### config.mk
export PLATFORM = sky130hd
export DESIGN_NAME = alu_serial_tx
export DESIGN_NICKNAME = d
export VERILOG_FILES = /design/src/rtl/alu_serial_tx.sv
export SDC_FILE = /design/constraint.sdc
export NUM_CORES = 1
export LEC_CHECK = 0
export CELL_PAD_IN_SITES_DETAIL_PLACEMENT = 0
export CELL_PAD_IN_SITES_GLOBAL_PLACEMENT = 2
export CORE_ASPECT_RATIO = 1.25
export CORE_MARGIN = 1.5
export CORE_UTILIZATION = 37
export CTS_BUF_LIST = sky130_fd_sc_hd__clkbuf_4 sky130_fd_sc_hd__clkbuf_8 sky130_fd_sc_hd__clkbuf_16
export CTS_CLUSTER_DIAMETER = 30
export DETAILED_ROUTE_END_ITERATION = 8
export PLACE_DENSITY_LB_ADDON = 0.1
export SLEW_MARGIN = 20
export SYNTH_ARGS = -nofsm -noshare
export SYNTH_HDL_FRONTEND = slang
export SYNTH_SLANG_ARGS = --single-unit
export TNS_END_PERCENT = 30
### constraint.sdc
create_clock -name clk -period 4.8 [get_ports clk]
set_input_delay 0.48 -clock clk [delete_from_list [all_inputs] [get_ports clk]]
set_output_delay 0.48 -clock clk [all_outputs]
set_load 0.005 [all_outputs]
### src/rtl/alu_serial_tx.sv
// Serialises one ALU request (b, a, op + CRC-4) into nine 11-bit frames on sin.
// Optional feature: define ALU_TX_ERR_INJECT_EN to add inj_crc_err (flips crc bit 0).
module alu_serial_tx #(
  parameter int IDLE_GAP = 2
) (
  input  logic        clk,
  input  logic        rst_n,
`ifdef ALU_TX_ERR_INJECT_EN
  input  logic        inj_crc_err,
`endif
  input  logic        req_valid,
  output logic        req_ready,
  input  logic [31:0] a,
  input  logic [31:0] b,
  input  logic [2:0]  op,
  output logic        sin,
  output logic        busy
);

  typedef enum logic [1:0] {
    IDLE = 2'd0,
    SEND = 2'd1,
    GAP  = 2'd2
  } state_t;

  state_t      state_r;
  logic [31:0] a_r;
  logic [31:0] b_r;
  logic [2:0]  op_r;
  logic [3:0]  crc_r;
  logic [3:0]  frm_r;
  logic [3:0]  bit_r;
  logic [3:0]  gap_r;
  logic        sin_r;
  logic        ready_r;
  logic        busy_r;

  logic        accept_s;
  logic        inj_s;
  logic [3:0]  nxt_frm_s;
  logic [3:0]  nxt_bit_s;
  logic [7:0]  frame_byte_s;
  logic [10:0] frame_bits_s;
  logic        nxt_sin_s;

  // CRC-4, x^4+x+1, zero seed, MSB first
  function automatic logic [3:0] crc4(input logic [67:0] din);
    logic [3:0] c;
    logic       fb;
    c = 4'h0;
    for (int i = 67; i >= 0; i--) begin
      fb = c[3] ^ din[i];
      c  = {c[2:0], 1'b0} ^ (fb ? 4'b0011 : 4'b0000);
    end
    return c;
  endfunction

`ifdef ALU_TX_ERR_INJECT_EN
  assign inj_s = inj_crc_err;
`else
  assign inj_s = 1'b0;
`endif

  assign accept_s  = req_valid & ready_r;
  assign req_ready = ready_r;
  assign sin       = sin_r;
  assign busy      = busy_r;

  // Position and level of the next serial bit while a packet is in flight
  always_comb begin
    nxt_frm_s = frm_r;
    nxt_bit_s = bit_r + 4'd1;
    if (bit_r == 4'd10) begin
      nxt_frm_s = frm_r + 4'd1;
      nxt_bit_s = 4'd0;
    end else begin
      nxt_frm_s = frm_r;
    end
    case (nxt_frm_s)
      4'd0:    frame_byte_s = b_r[31:24];
      4'd1:    frame_byte_s = b_r[23:16];
      4'd2:    frame_byte_s = b_r[15:8];
      4'd3:    frame_byte_s = b_r[7:0];
      4'd4:    frame_byte_s = a_r[31:24];
      4'd5:    frame_byte_s = a_r[23:16];
      4'd6:    frame_byte_s = a_r[15:8];
      4'd7:    frame_byte_s = a_r[7:0];
      4'd8:    frame_byte_s = {1'b0, op_r, crc_r};
      default: frame_byte_s = 8'hFF;
    endcase
    // Bit 10 of frame_bits_s is the start bit, bit 0 the stop bit
    frame_bits_s = {1'b0, (nxt_frm_s == 4'd8), frame_byte_s, 1'b1};
    nxt_sin_s    = frame_bits_s[4'd10 - nxt_bit_s];
  end

  // Packet state machine with registered sin, req_ready and busy
  always_ff @(posedge clk or negedge rst_n) begin
    if (!rst_n) begin
      state_r <= IDLE;
      a_r     <= 32'h0000_0000;
      b_r     <= 32'h0000_0000;
      op_r    <= 3'b000;
      crc_r   <= 4'h0;
      frm_r   <= 4'd0;
      bit_r   <= 4'd0;
      gap_r   <= 4'd0;
      sin_r   <= 1'b1;
      ready_r <= 1'b0;
      busy_r  <= 1'b0;
    end else begin
      case (state_r)
        IDLE: begin
          if (accept_s) begin
            a_r     <= a;
            b_r     <= b;
            op_r    <= op;
            crc_r   <= crc4({b, a, 1'b1, op}) ^ {3'b000, inj_s};
            frm_r   <= 4'd0;
            bit_r   <= 4'd0;
            sin_r   <= 1'b0;
            ready_r <= 1'b0;
            busy_r  <= 1'b1;
            state_r <= SEND;
          end else begin
            sin_r   <= 1'b1;
            ready_r <= 1'b1;
            busy_r  <= 1'b0;
          end
        end
        SEND: begin
          if ((frm_r == 4'd8) && (bit_r == 4'd10)) begin
            sin_r   <= 1'b1;
            gap_r   <= 4'd0;
            state_r <= GAP;
          end else begin
            frm_r <= nxt_frm_s;
            bit_r <= nxt_bit_s;
            sin_r <= nxt_sin_s;
          end
        end
        GAP: begin
          sin_r <= 1'b1;
          if (gap_r == 4'(IDLE_GAP - 1)) begin
            frm_r   <= 4'd0;
            bit_r   <= 4'd0;
            ready_r <= 1'b1;
            busy_r  <= 1'b0;
            state_r <= IDLE;
          end else begin
            gap_r <= gap_r + 4'd1;
          end
        end
        default: begin
          sin_r   <= 1'b1;
          ready_r <= 1'b0;
          busy_r  <= 1'b0;
          state_r <= IDLE;
        end
      endcase
    end
  end

endmodule

==> notes.md <==
Implementation results

The flow ran to the end, and the final reports show no timing, DRC or antenna violations. Compared with the post-synthesis result, the final layout area differs by 20.49%. The count of hold buffers inserted by post-cts repair is 0. The sequential element share of the synthesized area is about two fifths. Per the final report, max-transition violations number 0.

The total overflow left after global routing is 0. Multiplexer cells account for 4.623% of the synthesized area. Registers are responsible for 32.2% of the overall power.

The cell count in the Yosys report is between 600 and 700. In this run, the combinational gates consume 34.7% of the power. Among all stages on the critical path, the maximum delay recorded is 0.86 ns. The clock arrives with 0.01646 ns of skew.

The final number of setup-violating endpoints is 0. The highest layer used for signal routing is met4. In this run the horizontal extent of the chip is around 110 um.

The prevailing logic family in the synthesized netlist is simple AND/OR/NAND/NOR gates. The overall die height is approximately 140 um. The global routing report lists combined usage of all routing layers as 21.74%. Yosys reported that registers with async set or reset make up 100.0%. For reference, the most critical setup path is categorized as reg2reg. The destination of the worst register-to-register timing path is sin. The number of search-and-repair iterations in the first detailed-routing pass is 4.

The count of buffer and inverter cells on the critical path is 1. The placed instance count is 861. Data on the critical path is required at its endpoint by 5.08 ns. The Yosys chip area is roughly 5600 sq um. The startpoint of the lowest-slack register-to-register path is frm_r[0]. The stage logs contain a warning count of 28. For the final routed database, the setup TNS stands at 0 ns.

The first-pass GRT wire length is 25,920 um. By count the netlist is led by sky130_fd_sc_hd__nand2_1 (228), sky130_fd_sc_hd__dfrtp_1 (87), sky130_fd_sc_hd__xnor2_1 (84). The synthesized netlist devotes 20.29% of its cell area to simple gates. Logged for this run, the post-placement worst setup slack is 1.281 ns. STA classifies the critical path startpoint as a register. The synthesized design spends more area on one cell type than any other, namely sky130_fd_sc_hd__dfrtp_1.

IR analysis of the VDD net gives a maximum drop of 0.0002213 V. Yosys reported a register bit count of between 80 and 90. After synthesis, the mean cell area works out to between 8 and 9 sq um. The leakage power total is roughly 0.0031 uW.
[layout make-up]
type                       instances  share of cell area [%]
clock buffer                      14                   4.284
tap                              182                   3.390
clock inverter                     2                  0.5215
multi-input combinational        504                   47.31
sequential                        88                   32.80
inverter                          12                  0.6705
timing repair buffer              75                   11.03
[how the worst max path moves through the flow]
stage                        start  cells after the start   to
after CTS                 frm_r[0]                     10  sin
after global placement    frm_r[0]                     10  sin
final                     frm_r[0]                     10  sin
after detailed placement  frm_r[0]                     10  sin
after global routing      frm_r[0]                     10  sin
after floorplan           bit_r[2]                     11  sin
[routing by layer]
metal	track usage [%]	vias to the layer above
li1	-	2212
met1	28.13	2230
met2	37.87	72
met3	3.635	10
met4	5.263	0
met5	0	-
Fig. 1: placement density heat map
11 x 14 tiles, from black (low) to pale yellow (high), 0 to 100% covered.
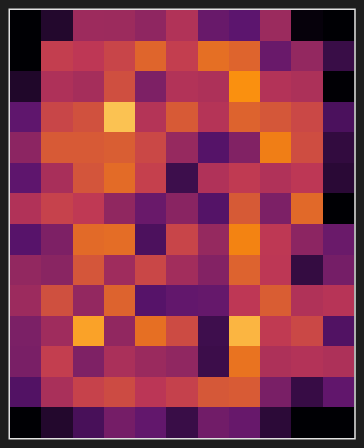
mean over tiles: 41%
fullest tile: 87%
tiles over 75% full: 2.6%
Finished Core Util: 45.31%
area of the placeable core: 14,830 sq um
share of the core filled by cells before placement: 37.60%

Fig. 2: cells by drive strength
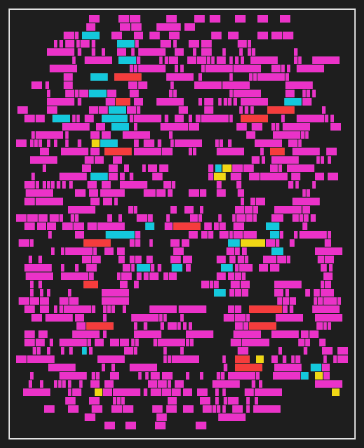
[drive 3 to 4] yellow | cells: 8 | share: 1.2% | most used: buf_4
[drive 1 or less] magenta | cells: 647 | share: 93% | most used: nand2_1
[drive 6 and up] red | cells: 14 | share: 2.0% | most used: clkbuf_16
[drive 2] cyan | cells: 26 | share: 3.7% | most used: xnor2_2

Fig. 3: cell classes on the final placement
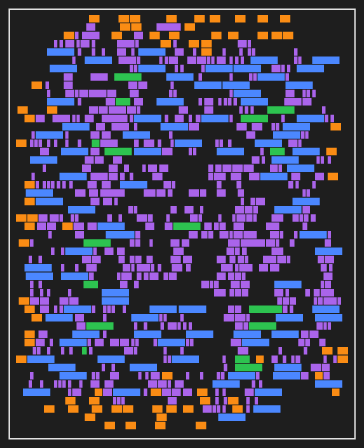
[flops] blue | cells: 88
[all other logic] purple | cells: 516
[clock drivers and dummy loads] green | cells: 16
[other buffers and delay cells] orange | cells: 75

Fig. 4: sequential cells grouped by signal name
Other sequential cells in the stronger grey, the rest of the logic in the fainter grey.
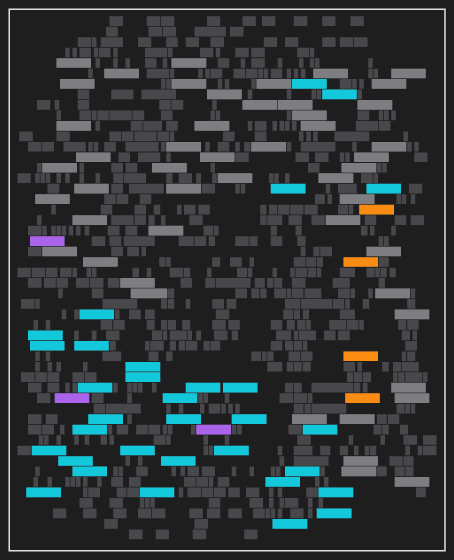
[bit_r] orange | placed flops: 4 | where: east
[op_r] purple | placed flops: 3
[a_r] cyan | placed flops: 32
power consumed by sequential cells: 742 uW
FF+latch area: 2203 sq um
flop share of the area: 32.80%

Fig. 5: track usage over the die
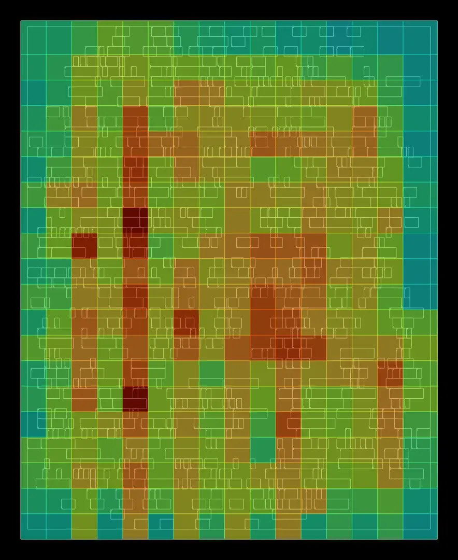
post-DR wirelength/cell: 18.68 um
layer with the highest usage: met2
met3 routing resource usage after global routing: 3.635%
GR Layer Usage met1: 28.13%

Power is estimated from default activity; no workload was simulated.
